`src/rtl/parking_report_tx_pkg.sv`:
```
// Shared constants for the parking report transmitter: ASCII bytes, line-state
// encoding and the snapshot field layout {state, best, door, full} (state in the MSBs).
package parking_report_tx_pkg;

  localparam int NUM_SLOTS_DEF  = 4;
  localparam int SLOT_IDX_W_DEF = 2;
  localparam int CHAR_IDX_W     = 3;

  localparam logic [7:0] ASC_SP    = 8'h20;
  localparam logic [7:0] ASC_LBR   = 8'h5b;
  localparam logic [7:0] ASC_RBR   = 8'h5d;
  localparam logic [7:0] ASC_COMMA = 8'h2c;
  localparam logic [7:0] ASC_LF    = 8'h0a;
  localparam logic [7:0] ASC_ZERO  = 8'h30;

  typedef enum logic [3:0] {
    LS_IDLE,
    LS_BITS,
    LS_SP,
    LS_LBR,
    LS_FREE,
    LS_COMMA,
    LS_BEST,
    LS_RBR,
    LS_DOOR,
    LS_FULL,
    LS_EOL
  } line_state_t;

  // Snapshot vector width for a given slot count and best-slot width.
  function automatic int snap_width(input int num_slots, input int slot_idx_w);
    return num_slots + slot_idx_w + 2;
  endfunction

  // " door"
  function automatic logic [7:0] door_char(input logic [CHAR_IDX_W-1:0] idx);
    case (idx)
      3'd0:    return ASC_SP;
      3'd1:    return 8'h64;
      3'd2:    return 8'h6f;
      3'd3:    return 8'h6f;
      3'd4:    return 8'h72;
      default: return ASC_SP;
    endcase
  endfunction

  // " Full"
  function automatic logic [7:0] full_char(input logic [CHAR_IDX_W-1:0] idx);
    case (idx)
      3'd0:    return ASC_SP;
      3'd1:    return 8'h46;
      3'd2:    return 8'h75;
      3'd3:    return 8'h6c;
      3'd4:    return 8'h6c;
      default: return ASC_SP;
    endcase
  endfunction

endpackage

```
`src/rtl/parking_report_tx_if.sv`:
```
// Sample strobe plus ASCII byte stream between the parking FSM side and the report sink.
// Byte stream: tx_data/tx_valid stay stable while tx_valid && !tx_ready; a byte moves on
// the rising edge where tx_valid && tx_ready; tx_ready may change freely at any time.
interface parking_report_tx_if #(
  parameter int NUM_SLOTS  = 4,
  parameter int SLOT_IDX_W = 2
);
  logic                  sample_valid;
  logic [NUM_SLOTS-1:0]  current_state;
  logic [SLOT_IDX_W-1:0] best_slot;
  logic                  door_open;
  logic                  full_light;
  logic [7:0]            tx_data;
  logic                  tx_valid;
  logic                  tx_ready;

  modport master (
    output sample_valid, current_state, best_slot, door_open, full_light, tx_ready,
    input  tx_data, tx_valid
  );

  modport slave (
    input  sample_valid, current_state, best_slot, door_open, full_light, tx_ready,
    output tx_data, tx_valid
  );
endinterface

```
`src/rtl/parking_report_tx_char_sel.sv`:
```
// Combinational byte selector: maps the current line position and the active
// snapshot onto the ASCII byte presented on the stream.
module parking_report_tx_char_sel
  import parking_report_tx_pkg::*;
#(
  parameter int NUM_SLOTS  = NUM_SLOTS_DEF,
  parameter int SLOT_IDX_W = SLOT_IDX_W_DEF
) (
  input  line_state_t           i_state,
  input  logic [CHAR_IDX_W-1:0] i_idx,
  input  logic [NUM_SLOTS-1:0]  i_bitmap,
  input  logic [SLOT_IDX_W-1:0] i_best,
  output logic [7:0]            o_byte
);
  localparam int CNT_W = $clog2(NUM_SLOTS + 1);

  logic [CNT_W-1:0] w_pop;
  logic [CNT_W-1:0] w_free;
  logic             w_bit;

  always_comb begin
    w_pop = '0;
    w_bit = 1'b0;
    for (int k = 0; k < NUM_SLOTS; k++) begin
      w_pop = w_pop + CNT_W'(i_bitmap[k]);
      // bitmap is printed MSB first, so char index 0 selects bit NUM_SLOTS-1
      if (i_idx == CHAR_IDX_W'(NUM_SLOTS - 1 - k)) w_bit = i_bitmap[k];
    end
    w_free = CNT_W'(NUM_SLOTS) - w_pop;
  end

  always_comb begin
    o_byte = 8'h00;
    case (i_state)
      LS_IDLE:  o_byte = 8'h00;
      LS_BITS:  o_byte = ASC_ZERO + {7'd0, w_bit};
      LS_SP:    o_byte = ASC_SP;
      LS_LBR:   o_byte = ASC_LBR;
      LS_FREE:  o_byte = ASC_ZERO + 8'(w_free);
      LS_COMMA: o_byte = ASC_COMMA;
      LS_BEST:  o_byte = ASC_ZERO + 8'(i_best);
      LS_RBR:   o_byte = ASC_RBR;
      LS_DOOR:  o_byte = door_char(i_idx);
      LS_FULL:  o_byte = full_char(i_idx);
      LS_EOL:   o_byte = ASC_LF;
      default:  o_byte = 8'h00;
    endcase
  end
endmodule

```
`src/rtl/parking_report_tx.sv`:
```
// Parking status reporter: snapshots the FSM outputs on each strobe and streams one
// ASCII report line per snapshot, with a 1-deep newest-wins pending slot.
module parking_report_tx
  import parking_report_tx_pkg::*;
#(
  parameter int NUM_SLOTS   = NUM_SLOTS_DEF,
  parameter int SLOT_IDX_W  = SLOT_IDX_W_DEF,
  parameter bit CHANGE_ONLY = 1'b0
) (
  input  logic                clk,
  input  logic                reset,
  parking_report_tx_if.slave  bus,
  output logic                o_busy,
  output logic                o_dropped,
  output line_state_t         o_dbg_state
);
  localparam int SNAP_W = snap_width(NUM_SLOTS, SLOT_IDX_W);

  line_state_t           r_state,      w_state_nxt;
  logic [CHAR_IDX_W-1:0] r_idx,        w_idx_nxt;
  logic [SNAP_W-1:0]     r_active,     w_active_nxt;
  logic [SNAP_W-1:0]     r_pending,    w_pending_nxt;
  logic                  r_pend_valid, w_pend_valid_nxt;
  logic [SNAP_W-1:0]     r_last,       w_last_nxt;
  logic                  r_last_valid, w_last_valid_nxt;
  logic                  r_dropped,    w_dropped_nxt;

  logic [SNAP_W-1:0] w_sample;
  logic              w_take;
  logic              w_accept;
  logic              w_act_door;
  logic              w_act_full;
  logic [7:0]        w_byte;

  assign w_sample   = {bus.current_state, bus.best_slot, bus.door_open, bus.full_light};
  // With CHANGE_ONLY a strobe repeating the newest captured snapshot is not a capture at all
  assign w_take     = bus.sample_valid &&
                      !(CHANGE_ONLY && r_last_valid && (w_sample == r_last));
  assign w_accept   = (r_state != LS_IDLE) && bus.tx_ready;
  assign w_act_door = r_active[1];
  assign w_act_full = r_active[0];

  always_ff @(posedge clk or posedge reset) begin
    if (reset) begin
      r_state      <= LS_IDLE;
      r_idx        <= '0;
      r_active     <= '0;
      r_pending    <= '0;
      r_pend_valid <= 1'b0;
      r_last       <= '0;
      r_last_valid <= 1'b0;
      r_dropped    <= 1'b0;
    end else begin
      r_state      <= w_state_nxt;
      r_idx        <= w_idx_nxt;
      r_active     <= w_active_nxt;
      r_pending    <= w_pending_nxt;
      r_pend_valid <= w_pend_valid_nxt;
      r_last       <= w_last_nxt;
      r_last_valid <= w_last_valid_nxt;
      r_dropped    <= w_dropped_nxt;
    end
  end

  always_comb begin
    w_state_nxt      = r_state;
    w_idx_nxt        = r_idx;
    w_active_nxt     = r_active;
    w_pending_nxt    = r_pending;
    w_pend_valid_nxt = r_pend_valid;
    w_last_nxt       = r_last;
    w_last_valid_nxt = r_last_valid;
    w_dropped_nxt    = 1'b0;

    if (w_take) begin
      w_last_nxt       = w_sample;
      w_last_valid_nxt = 1'b1;
    end

    case (r_state)
      LS_IDLE: begin
        if (w_take) begin
          w_state_nxt  = LS_BITS;
          w_idx_nxt    = '0;
          w_active_nxt = w_sample;
        end
      end

      LS_EOL: begin
        if (w_accept) begin
          // Line ends: pending (if any) is promoted and a same-cycle sample backfills it
          if (r_pend_valid) begin
            w_state_nxt      = LS_BITS;
            w_idx_nxt        = '0;
            w_active_nxt     = r_pending;
            w_pend_valid_nxt = w_take;
            if (w_take) w_pending_nxt = w_sample;
          end else if (w_take) begin
            w_state_nxt  = LS_BITS;
            w_idx_nxt    = '0;
            w_active_nxt = w_sample;
          end else begin
            w_state_nxt = LS_IDLE;
          end
        end else if (w_take) begin
          w_pending_nxt    = w_sample;
          w_pend_valid_nxt = 1'b1;
          w_dropped_nxt    = r_pend_valid;
        end
      end

      default: begin
        if (w_take) begin
          w_pending_nxt    = w_sample;
          w_pend_valid_nxt = 1'b1;
          w_dropped_nxt    = r_pend_valid;
        end
        if (w_accept) begin
          case (r_state)
            LS_BITS: begin
              if (r_idx == CHAR_IDX_W'(NUM_SLOTS - 1)) begin
                w_state_nxt = LS_SP;
                w_idx_nxt   = '0;
              end else begin
                w_idx_nxt = r_idx + 1'b1;
              end
            end
            LS_SP:    w_state_nxt = LS_LBR;
            LS_LBR:   w_state_nxt = LS_FREE;
            LS_FREE:  w_state_nxt = LS_COMMA;
            LS_COMMA: w_state_nxt = LS_BEST;
            LS_BEST:  w_state_nxt = LS_RBR;
            LS_RBR: begin
              w_idx_nxt = '0;
              if (w_act_door)      w_state_nxt = LS_DOOR;
              else if (w_act_full) w_state_nxt = LS_FULL;
              else                 w_state_nxt = LS_EOL;
            end
            LS_DOOR: begin
              if (r_idx == 3'd4) begin
                w_idx_nxt   = '0;
                w_state_nxt = w_act_full ? LS_FULL : LS_EOL;
              end else begin
                w_idx_nxt = r_idx + 1'b1;
              end
            end
            LS_FULL: begin
              if (r_idx == 3'd4) begin
                w_idx_nxt   = '0;
                w_state_nxt = LS_EOL;
              end else begin
                w_idx_nxt = r_idx + 1'b1;
              end
            end
            default: w_state_nxt = LS_IDLE;
          endcase
        end
      end
    endcase
  end

  parking_report_tx_char_sel #(
    .NUM_SLOTS  (NUM_SLOTS),
    .SLOT_IDX_W (SLOT_IDX_W)
  ) u_char_sel (
    .i_state  (r_state),
    .i_idx    (r_idx),
    .i_bitmap (r_active[SNAP_W-1 -: NUM_SLOTS]),
    .i_best   (r_active[2 +: SLOT_IDX_W]),
    .o_byte   (w_byte)
  );

  assign bus.tx_data  = w_byte;
  assign bus.tx_valid = (r_state != LS_IDLE);
  assign o_busy       = (r_state != LS_IDLE) || r_pend_valid;
  assign o_dropped    = r_dropped;
  assign o_dbg_state  = r_state;
endmodule

```
`src/flat_wrapper.sv`:
```
// flat-port wrapper written by rule: the top's interface ports become plain ports
module parking_report_tx_flat import parking_report_tx_pkg::*;
#(
  parameter int NUM_SLOTS   = NUM_SLOTS_DEF,
  parameter int SLOT_IDX_W  = SLOT_IDX_W_DEF,
  parameter bit CHANGE_ONLY = 1'b0
)
  (clk, reset, o_busy, o_dropped, o_dbg_state, bus_sample_valid, bus_current_state, bus_best_slot, bus_door_open, bus_full_light, bus_tx_ready, bus_tx_data, bus_tx_valid);
  parking_report_tx_if #(.NUM_SLOTS(NUM_SLOTS), .SLOT_IDX_W(SLOT_IDX_W)) bus_i ();
  input  logic clk;
  input  logic reset;
  output logic o_busy;
  output logic o_dropped;
  output line_state_t o_dbg_state;
  input wire logic [$bits(bus_i.sample_valid)-1:0] bus_sample_valid;
  input wire logic [$bits(bus_i.current_state)-1:0] bus_current_state;
  input wire logic [$bits(bus_i.best_slot)-1:0] bus_best_slot;
  input wire logic [$bits(bus_i.door_open)-1:0] bus_door_open;
  input wire logic [$bits(bus_i.full_light)-1:0] bus_full_light;
  input wire logic [$bits(bus_i.tx_ready)-1:0] bus_tx_ready;
  output wire logic [$bits(bus_i.tx_data)-1:0] bus_tx_data;
  output wire logic [$bits(bus_i.tx_valid)-1:0] bus_tx_valid;
  assign bus_i.sample_valid = bus_sample_valid;
  assign bus_i.current_state = bus_current_state;
  assign bus_i.best_slot = bus_best_slot;
  assign bus_i.door_open = bus_door_open;
  assign bus_i.full_light = bus_full_light;
  assign bus_i.tx_ready = bus_tx_ready;
  assign bus_tx_data = bus_i.tx_data;
  assign bus_tx_valid = bus_i.tx_valid;
  parking_report_tx #(.NUM_SLOTS(NUM_SLOTS), .SLOT_IDX_W(SLOT_IDX_W), .CHANGE_ONLY(CHANGE_ONLY)) u_core (.clk(clk), .reset(reset), .bus(bus_i), .o_busy(o_busy), .o_dropped(o_dropped), .o_dbg_state(o_dbg_state));
endmodule
```
`config.mk`:
```
export PLATFORM = sky130hd
export DESIGN_NAME = parking_report_tx_flat
export DESIGN_NICKNAME = d
export VERILOG_FILES = /design/src/rtl/parking_report_tx_pkg.sv /design/src/rtl/parking_report_tx_if.sv /design/src/rtl/parking_report_tx_char_sel.sv /design/src/rtl/parking_report_tx.sv /design/src/flat_wrapper.sv
export SDC_FILE = /design/constraint.sdc
export NUM_CORES = 1
export LEC_CHECK = 0
export ABC_CLOCK_PERIOD_IN_PS = 4940
export CORE_UTILIZATION = 25
export DETAILED_ROUTE_END_ITERATION = 7
export GPL_ROUTABILITY_DRIVEN = 0
export HOLD_SLACK_MARGIN = 0.06
export PLACE_DENSITY = 0.51
export SETUP_SLACK_MARGIN = 0.05
export SKIP_LAST_GASP = 1
export SYNTH_ARGS = -nofsm -noshare
export SYNTH_HDL_FRONTEND = slang
export SYNTH_SLANG_ARGS = --single-unit
```
`constraint.sdc`:
```
create_clock -name clk -period 4.94 [get_ports clk]
set_input_delay 0.494 -clock clk [delete_from_list [all_inputs] [get_ports clk]]
set_output_delay 0.494 -clock clk [all_outputs]
set_load 0.01 [all_outputs]
```
### M3 wires

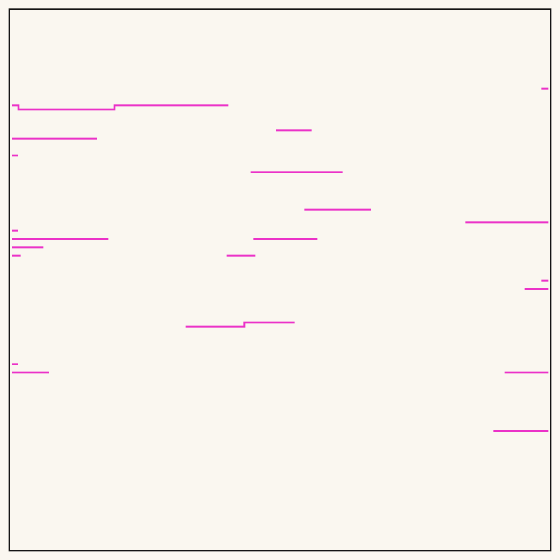
wire length on this layer: 177 um
nets with wire on the layer: 20
main direction: horizontal

### M2 wires

Bar = 20 um.
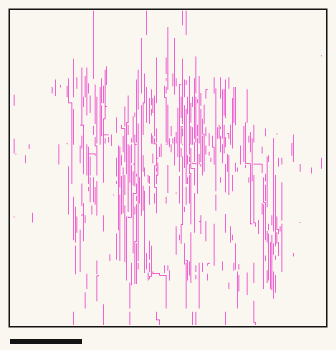
main direction: vertical
longest straight run: 38.1 um
nets with wire on the layer: 197
wire length on this layer: 2,340 um

### Supply network

Bar = 20 um. Pins as bars on the die edge.
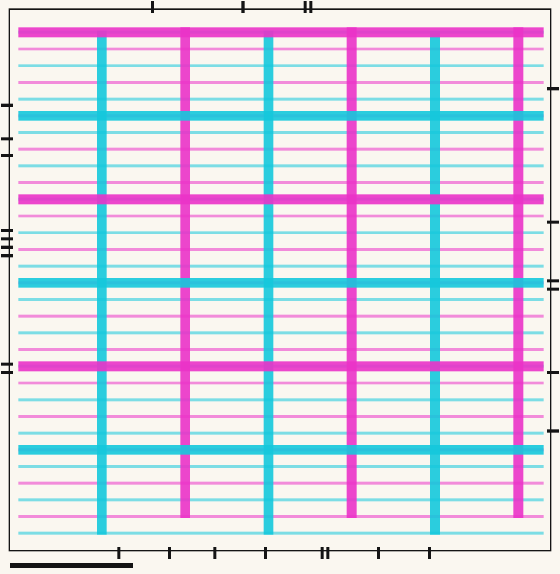
| net | colour |
|---|---|
| VDD | magenta |
| VSS | cyan |
met5 straps: 6
met1 rails: 31
rows: 30
signal pins: 27

### Clock wiring as the flow saved it

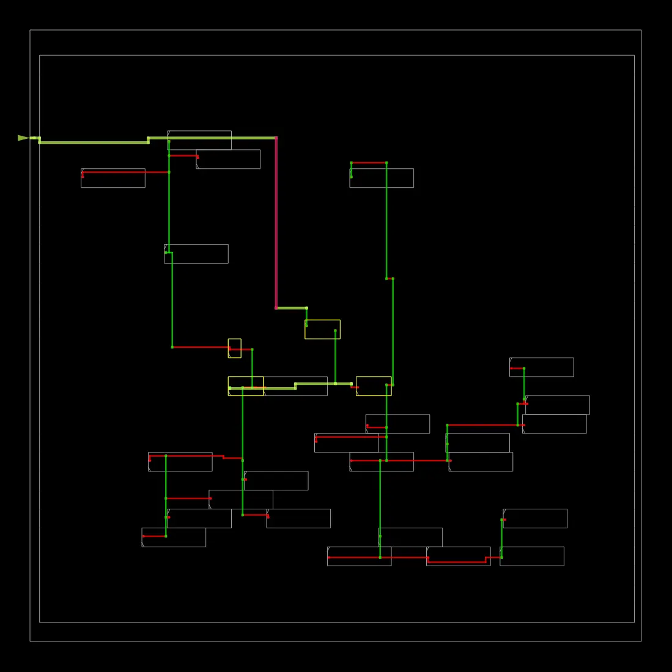
final setup skew: 0.004027 ns
clk sinks: 25
clk ins delay skew pair: 0.27 ns

### Metal layers overlaid

Bar = 20 um. Only two layers are drawn.
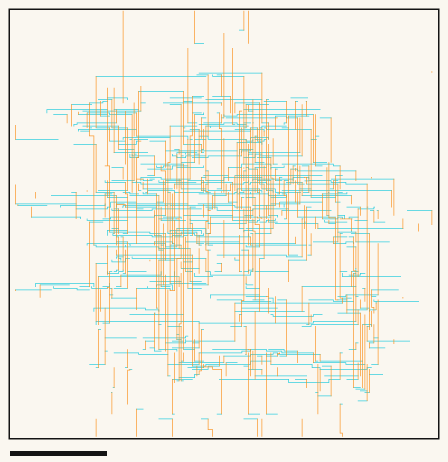
| layer | colour | wire length |
|---|---|---|
| metal 2 | orange | 2,340 um |
| metal 1 | cyan | 2,370 um |

==> GITHUB_STEP_SUMMARY <==
### Flow metrics

| Metric | Value |
|---|---|
| Gr busiest metal | `met2` |
| GR Util met3 | `~2.5%` |
| Clock-pin slew on the worst setup and hold paths | `0.09 ns` |
| Reg-to-reg setup timing slack | `2.58 ns` |
| Setup bufs post-CTS | `0` |
| Hold Path End | `u_core.r_pending[6]$_DFFE_PP0P_` |
| Top Layer Used | `met4` |
| Mapped Nets | `215` |
| Pwr Total | `0.001327 W` |
| 1st-iter DRT viols | `146` |
| Core ar. | `between 0.006 and 0.007 mm^2` |
| Via Count | `roughly 1,600` |
| Clk pwr | `between 0.0001 and 0.00015 W` |
| Reg2reg start | `u_core.o_dbg_state[0]$_DFFE_PP0P_` |
| Hold path cells | `1` |
| Drt total wl | `between 4000 and 5000 um` |
| Layout cells sized above 1 | `~11%` |
| Worst setup SP type | `register` |
| Sequential-cell power consumption | `around 0.00045 W` |
| End point of the critical path | `bus_tx_data[1]` |
| Post-synth ARST share | `100.0%` |
| Run status | `finished clean` |
| Peak VDD IR | `roughly 0.22 mV` |
| Worst path top cell family by delay | `adder cells` |
| Unrepaired setup endpoints after global routing | `false` |
| Crit. Startpoint | `u_core.r_active[5]$_DFFE_PP0P_` |
| Met2 usage | `approximately 22%` |
| Crit path buffers/inverters | `2` |
| Hold path startpoint | `u_core.r_pending[6]$_DFFE_PP0P_` |
| DP HPWL | `~3600 um` |
| Switching Power | `between 0.0005 and 0.0006 W` |
| Area post-placement | `0.002136 mm^2` |
| Port Buffers | `25` |
| Fmax | `between 300 and 400 MHz` |
| R2r endpoint | `u_core.o_dbg_state[0]$_DFFE_PP0P_` |
| Cell count after synthesis | `approximately 190` |
| Initial antenna violation count | `0` |
| Logic gate share of total power | `57.0%` |
| Worst Setup End Kind | `output pin` |
| Mapped Area | `about 0.0018 mm^2` |
| Cts repair resizes | `0` |
| Leak pwr | `about 0.86 nW` |
| Yosys stat chip area | `approximately 0.0018 mm^2` |
| Dpl cells | `301` |
| Max clock buf depth | `2` |
| Hold Path Class | `reg2reg` |
| DRC viols | `0` |
| Hold_ws | `~0.50 ns` |
| Pwr dens | `608.3 mW/mm^2` |
| Wire length on met1 | `between 2000 and 2500 um` |
[sequential cells by signal (all words and copies together), names as in the netlist]
register             count
u_core.o_dbg_state       4
u_core.o_dropped         1
u_core.r_active          8
u_core.r_idx             3
u_core.r_pend_valid      1
u_core.r_pending         8
[cell families (layout without fill, tap and decap cells)]
| group | Yosys count | in the layout | share of synthesized area (%) |
|---|---|---|---|
| simple gates | 39 | 39 | 12.53 |
| compound gates | 77 | 77 | 31.44 |
| fa+ha+maj | 9 | 9 | 6.504 |
| other cells | 1 | 1 | 0.2031 |
| mux | 12 | 12 | 7.588 |
| flops | 25 | 25 | 33.88 |
| buf+inv | 31 | 46 | 7.859 |
[cell usage in the layout, fill, tap and decap left out, types with 2 or more instances in the layout]
cell type        Yosys  final
a32oi_1              2      2
nand2b_1             2      2
a41o_1               2      2
mux2_4               2      2
a31o_2               2      2
a22oi_1              2      2
mux2_2               6      6
mux2i_1              2      2
nor2b_1              6      6
ha_1                 8      8
and3_1               2      2
nor3_1               3      3
a21oi_1             10     10
a2bb2oi_1            9      9
o21ai_0              9      9
o31a_1               3      3
clkbuf_8             0      3
dfrtp_1             25     25
o22ai_1             12     12
nor2_1               7      7
mux2_1               2      2
clkdlybuf4s50_1      0     25
inv_1               17     17
a31oi_1              6      6
nand2_1             11     11
o311ai_0             2      2
[area by class of cell]
| cell class | instances | area, um^2 |
|---|---|---|
| multi-input cells | 138 | 1076 |
| flip-flops and latches | 25 | 625.6 |
| fillers | 769 | 4800 |
| repair buffers | 25 | 250.2 |
| clock inverters | 1 | 5.005 |
| inverters | 17 | 63.81 |
| well taps | 96 | 120.1 |
| clock buffers | 3 | 41.29 |
Power figures rest on the tool's default switching activity, not on a simulated workload.
